--- config.mk ---
export PLATFORM = sky130hd
export DESIGN_NAME = left_key_cond
export DESIGN_NICKNAME = d
export VERILOG_FILES = /design/src/rtl/left_key_cond.sv
export SDC_FILE = /design/constraint.sdc
export NUM_CORES = 1
export LEC_CHECK = 0
export CAP_MARGIN = 10
export CORE_AREA = 2 2 83 125
export CTS_CLUSTER_SIZE = 16
export DETAILED_ROUTE_END_ITERATION = 8
export DIE_AREA = 0 0 85 127
export GPL_TIMING_DRIVEN = 0
export PLACE_DENSITY = 0.74
export SLEW_MARGIN = 20
export SYNTH_ARGS = -nofsm -noshare
export SYNTH_HDL_FRONTEND = slang
export SYNTH_SLANG_ARGS = --single-unit
--- constraint.sdc ---
create_clock -name CLK -period 4 [get_ports CLK]
set_clock_uncertainty 0.1 [all_clocks]
set_input_delay 0.4 -clock CLK [delete_from_list [all_inputs] [get_ports CLK]]
set_output_delay 0.4 -clock CLK [all_outputs]
set_load 0.005 [all_outputs]
--- src/rtl/left_key_cond.sv ---
// rtl/left_key_cond.sv - four-key synchroniser, debouncer, press/release/long-press events and mode latch
// Optional feature macro: LEFT_KEY_LONG_PRESS_EN (hold counters, LONG state and KEY_LONG pulses).
module left_key_cond #(
    parameter int DEBOUNCE_CYC = 240000,
    parameter int LONG_CYC     = 72000000
) (
    input  logic       CLK,
    input  logic       RESET,
    input  logic [3:0] KEY_RAW,
    output logic [3:0] KEY_LEVEL,
    output logic [3:0] KEY_PRESS,
    output logic [3:0] KEY_RELEASE,
    output logic [3:0] KEY_LONG,
    output logic [3:0] MODE_SEL,
    output logic       MODE_VALID
);

    // Reject parameter values the 20-bit and 27-bit counters cannot represent.
    generate
        if (DEBOUNCE_CYC < 1 || DEBOUNCE_CYC > 1048575 ||
            LONG_CYC < 1 || LONG_CYC > 134217727) begin : g_bad_param
            $error("left_key_cond: DEBOUNCE_CYC or LONG_CYC out of range");
        end
    endgenerate

    localparam logic [19:0] DEB_LAST = 20'(DEBOUNCE_CYC - 1);

`ifdef LEFT_KEY_LONG_PRESS_EN
    localparam logic [26:0] LONG_LAST = 27'(LONG_CYC - 1);
    typedef enum logic [1:0] {
        ST_IDLE = 2'd0,
        ST_HELD = 2'd1,
        ST_LONG = 2'd2
    } state_t;
`else
    typedef enum logic {
        ST_IDLE = 1'b0,
        ST_HELD = 1'b1
    } state_t;
`endif

    logic [3:0]  r_sync1;
    logic [3:0]  r_sync2;
    logic [3:0]  r_level;
    logic [19:0] r_dcnt [4];
    logic [3:0]  r_press;
    logic [3:0]  r_release;
    logic [3:0]  r_mode_sel;
    logic        r_mode_valid;
    state_t      r_state [4];
    state_t      w_state_nxt [4];
    logic [3:0]  w_tog;
    logic [3:0]  w_press;
    logic [3:0]  w_release;
    logic [3:0]  w_mode_onehot;
`ifdef LEFT_KEY_LONG_PRESS_EN
    logic [26:0] r_hcnt [4];
    logic [3:0]  r_long;
    logic [3:0]  w_long;
`endif

    // Two-flop synchroniser for the asynchronous raw buttons.
    always_ff @(posedge CLK or posedge RESET) begin
        if (RESET) begin
            r_sync1 <= 4'b0000;
            r_sync2 <= 4'b0000;
        end else begin
            r_sync1 <= KEY_RAW;
            r_sync2 <= r_sync1;
        end
    end

    // A key's debounced level flips once its synchronised input has differed for DEBOUNCE_CYC cycles.
    always_comb begin
        w_tog = 4'b0000;
        for (int i = 0; i < 4; i++) begin
            w_tog[i] = (r_sync2[i] != r_level[i]) && (r_dcnt[i] == DEB_LAST);
        end
    end

    // Debounce counters restart on any bounce back to the current level and after each accepted change.
    always_ff @(posedge CLK or posedge RESET) begin
        if (RESET) begin
            r_level <= 4'b0000;
            for (int i = 0; i < 4; i++) begin
                r_dcnt[i] <= 20'd0;
            end
        end else begin
            r_level <= r_level ^ w_tog;
            for (int i = 0; i < 4; i++) begin
                if ((r_sync2[i] == r_level[i]) || w_tog[i]) begin
                    r_dcnt[i] <= 20'd0;
                end else begin
                    r_dcnt[i] <= r_dcnt[i] + 20'd1;
                end
            end
        end
    end

    // Per-key state register.
    always_ff @(posedge CLK or posedge RESET) begin
        if (RESET) begin
            for (int i = 0; i < 4; i++) begin
                r_state[i] <= ST_IDLE;
            end
        end else begin
            for (int i = 0; i < 4; i++) begin
                r_state[i] <= w_state_nxt[i];
            end
        end
    end

    // Per-key next state; a debounced fall always beats the long-press threshold.
    always_comb begin
        for (int i = 0; i < 4; i++) begin
            w_state_nxt[i] = r_state[i];
            case (r_state[i])
                ST_IDLE: begin
                    if (w_tog[i]) w_state_nxt[i] = ST_HELD;
                end
                ST_HELD: begin
                    if (w_tog[i]) begin
                        w_state_nxt[i] = ST_IDLE;
`ifdef LEFT_KEY_LONG_PRESS_EN
                    end else if (r_hcnt[i] == LONG_LAST) begin
                        w_state_nxt[i] = ST_LONG;
`endif
                    end
                end
`ifdef LEFT_KEY_LONG_PRESS_EN
                ST_LONG: begin
                    if (w_tog[i]) w_state_nxt[i] = ST_IDLE;
                end
`endif
                default: w_state_nxt[i] = ST_IDLE;
            endcase
        end
    end

    // Per-key event decode; level is low exactly in IDLE, so a toggle there is a press.
    always_comb begin
        w_press   = 4'b0000;
        w_release = 4'b0000;
`ifdef LEFT_KEY_LONG_PRESS_EN
        w_long    = 4'b0000;
`endif
        for (int i = 0; i < 4; i++) begin
            case (r_state[i])
                ST_IDLE: w_press[i] = w_tog[i];
                ST_HELD: begin
                    w_release[i] = w_tog[i];
`ifdef LEFT_KEY_LONG_PRESS_EN
                    w_long[i]    = !w_tog[i] && (r_hcnt[i] == LONG_LAST);
`endif
                end
`ifdef LEFT_KEY_LONG_PRESS_EN
                ST_LONG: w_release[i] = w_tog[i];
`endif
                default: w_press[i] = 1'b0;
            endcase
        end
    end

    // Register the event pulses so they line up with the level change.
    always_ff @(posedge CLK or posedge RESET) begin
        if (RESET) begin
            r_press   <= 4'b0000;
            r_release <= 4'b0000;
        end else begin
            r_press   <= w_press;
            r_release <= w_release;
        end
    end

`ifdef LEFT_KEY_LONG_PRESS_EN
    // Hold counters run only in HELD, freeze in LONG so the long pulse cannot repeat, and clear in IDLE.
    always_ff @(posedge CLK or posedge RESET) begin
        if (RESET) begin
            r_long <= 4'b0000;
            for (int i = 0; i < 4; i++) begin
                r_hcnt[i] <= 27'd0;
            end
        end else begin
            r_long <= w_long;
            for (int i = 0; i < 4; i++) begin
                if (r_state[i] == ST_HELD) begin
                    r_hcnt[i] <= r_hcnt[i] + 27'd1;
                end else if (r_state[i] == ST_IDLE) begin
                    r_hcnt[i] <= 27'd0;
                end
            end
        end
    end

    assign KEY_LONG = r_long;
`else
    assign KEY_LONG = 4'b0000;
`endif

    // Lowest-index key among this cycle's presses selects the mode.
    always_comb begin
        w_mode_onehot = 4'b0000;
        for (int i = 3; i >= 0; i--) begin
            if (r_press[i]) begin
                w_mode_onehot    = 4'b0000;
                w_mode_onehot[i] = 1'b1;
            end
        end
    end

    // Mode latch, loaded only by presses.
    always_ff @(posedge CLK or posedge RESET) begin
        if (RESET) begin
            r_mode_sel   <= 4'b0000;
            r_mode_valid <= 1'b0;
        end else if (r_press != 4'b0000) begin
            r_mode_sel   <= w_mode_onehot;
            r_mode_valid <= 1'b1;
        end
    end

    assign KEY_LEVEL   = r_level;
    assign KEY_PRESS   = r_press;
    assign KEY_RELEASE = r_release;
    assign MODE_SEL    = r_mode_sel;
    assign MODE_VALID  = r_mode_valid;

endmodule

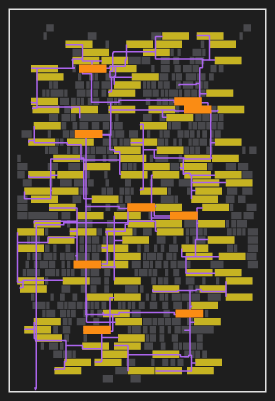
*Clock wires, drivers and flops*
Drawn at 3 px/µm.
Key: purple = clock wires [length 1280 µm]; yellow = flip-flops [count 109]; orange = clock-net drivers [count 9]
There are 10 routed clock nets.

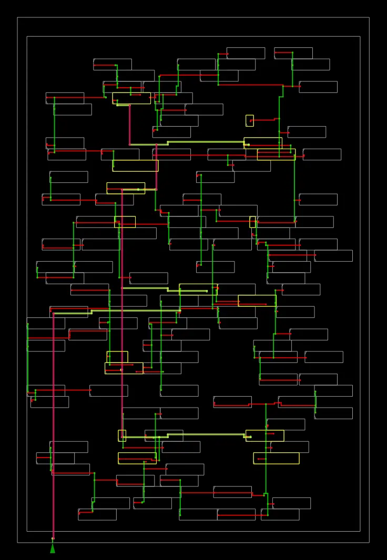
*Clock routing*
TritonCTS buffer count: 9
Clock group: 0.969 mW
flop count: 109

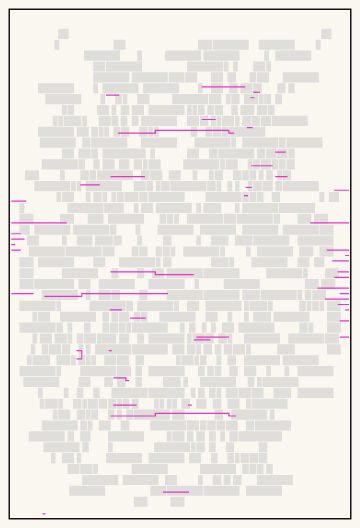
*Metal 3*
Drawn at 4 px/µm.
The longest straight run is 21.4 µm. The wires run mostly horizontal. The layer holds 2.9% of the routed length.
via count: 3791
drt total wl: 9630 µm
M3 GR Usage: 3.88%

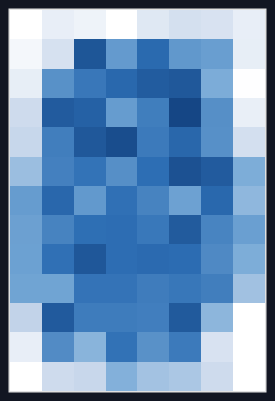
*Placement density heat map*
Drawn at 3 px/µm. 8 x 13 tiles, from white (low) to dark blue (high), 0 to 100% covered.
The fullest tile reaches 91%. 22% of the tiles are over 75% full. 6.7% of the tiles are nearly empty. The mean over all tiles is 52%. The densest ninth of the die: centre.
core box area: 9630 µm²
Util after Layout: 60.2%
fp util: 52.6%

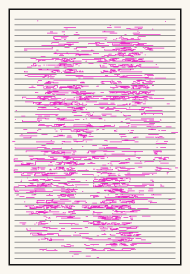
*Metal 1*
Drawn at 2 px/µm. Supply wires on this layer in grey.
The wires run mostly horizontal. The layer carries 4050 µm of wire. The layer holds 42% of the routed length. 503 nets have wire on it. The longest straight run is 43.7 µm.
met1 Use GR: 22.1%

==> metrics.csv <==
metric;value;unit
status;finished clean;
comb_cells;358;
hold_ws;0.250;ns
grt_max_degree;56;
ff_type;dfrtp_1;
largest_register_ffs;80;
buffers;38;
synth-simple-area-share;23.6;%
layout-area-overhead-vs-synth;14.5;%
top_cell_area_share;53.9;%
cp_num_buf_inv;1;
power;2.17;mW
drtIter0Drc;164;
power.group.top;registers;
crit_family;AND-OR/OR-AND gates;
netSwitchingFraction;20.6;%
met2_usage;34.7;%
grtUsageTotal;19.2;%
slew_violations;0;
cts_resized;0;
drive_above_1_share;6.99;%
rsz0062_at_grt;no;
htreeDepth;3;
crit_required;4.11;ns
worst_setup_path_end_kind;flop;
drv_cap;0;
seq_area_share;47.0;%
core.rowCount;44;
boundaryPins;27;
fin_nets;557;
timing.critical_path.from;r_dcnt[60]$_DFF_PP0_;
hold_viol;0;
nonClkBufAreaFrac;5.63;%
wl_per_cell;14.6;µm
min_path_cells;0;
yosysWarnings;0;
postRouteAntennaNets;0;
clockBufferDepth;2;
n_antenna_cell;0;
comb-cell-share;37.6;%
clkbuf_count;12;
lay_top_cells;109 x dfrtp_1, 70 x nor2_1, 34 x xnor2_1, 33 x nand3_1;
drc_errors;0;
period_needed;2.45;ns
layout_worst_path_cycle_share;61.1;%
setup_viol;0;
antenna_found_initial;0;
fin_ws;1.55;ns
ys_seq_share;53.9;%
m1WireLength;4050;µm
chipArea;10800;µm²
largest_register;r_dcnt;
topCellsByArea;dfrtp_1 54%, xnor2_1 5.9%, nor2_1 5.2%;
p_int;1.72;mW
wl_met2;5110;µm
syn_area;5060;µm²
tightest_slew;0.703;ns
r2r-start;r_dcnt[60]$_DFF_PP0_;
yosysUniqueCellTypes;36;
die_y;127;µm
worstPathArrival;2.56;ns
critPathCapture;r_dcnt[69]$_DFF_PP0_;
cts_num_sinks;109;
clockPowerShare;44.7;%
seq_area;2730;µm²
final_area;5800;µm²
syn_avg_cell_area;10.1;µm²
final.setup.tns;0;ns
combinationalPowerShare;3.3;%
cts_root_buf;clkbuf_16;
critPathKind;flop to flop;
place_inst;643;
max_slew_margin;52.8;%
edf_count;0;
topRoutingLayerUsed;met4;
n_all_inverters;23;
final.fill_count;813;
fmax;409;MHz
yosys_cells;502;
xor_share;9.17;%
critical_path_depth;6;
cpMaxStageDelayCell;o31ai_2;
dr.pass1.iters;4;
seq-power;1.13;mW
die_w;85;µm
hold_path.class;flop to flop;
gr-max-usage-layer;met2;
insertion_delay;0.35;ns
clk_pin_slew_worst_paths;0.07;ns
overflow;0;
route.met3.wl;280;µm
aoi_share;6.20;%
p_comb;0.0724;mW
vdd_drop_max;0.000300;V
reg2reg_setup_slack;1.55;ns
synthAdderAreaFrac;2.96;%
dp_hpwl;6650;µm
dpl-instance-area;5470;µm²
routabilityCongestion;0.839;
path_cells;ha_1 > and3_1 > nand2_1 > o31ai_2 > clkbuf_1 > nor2_1;
mux_share;0.889;%
tap_cells;115;
leakagePower;2.43;nW
grt_pass1_wl;16800;µm
synthTopLogicFamily;simple AND/OR/NAND/NOR gates;
top_area_cell;dfrtp_1;
startpoint_type;flop;
p_switching;0.448;mW
area_dominant_class;sequential cells;
layout_top_cell;dfrtp_1;
final_cells;659;
avgViaCountPerCell;5.75;
synth_cells;502;
power.density;374;nW/µm²
common_cells;109 x dfrtp_1, 70 x nor2_1, 34 x xnor2_1;
r2r_cells;6;
## how the worst min path moves through the flow
stage / startpoint / to / slack, ns
finish: r_sync1[3]$_DFF_PP0_ / r_sync2[3]$_DFF_PP0_ / 0.25
global route: r_sync1[2]$_DFF_PP0_ / r_sync2[2]$_DFF_PP0_ / 0.26
CTS: r_sync1[3]$_DFF_PP0_ / r_sync2[3]$_DFF_PP0_ / 0.26
detailed placement: r_sync1[3]$_DFF_PP0_ / r_sync2[3]$_DFF_PP0_ / 0.24
global placement: r_sync1[0]$_DFF_PP0_ / r_sync2[0]$_DFF_PP0_ / 0.23
floorplan: r_sync1[0]$_DFF_PP0_ / r_sync2[0]$_DFF_PP0_ / 0.23
Power figures rest on the tool's default switching activity, not on a simulated workload.
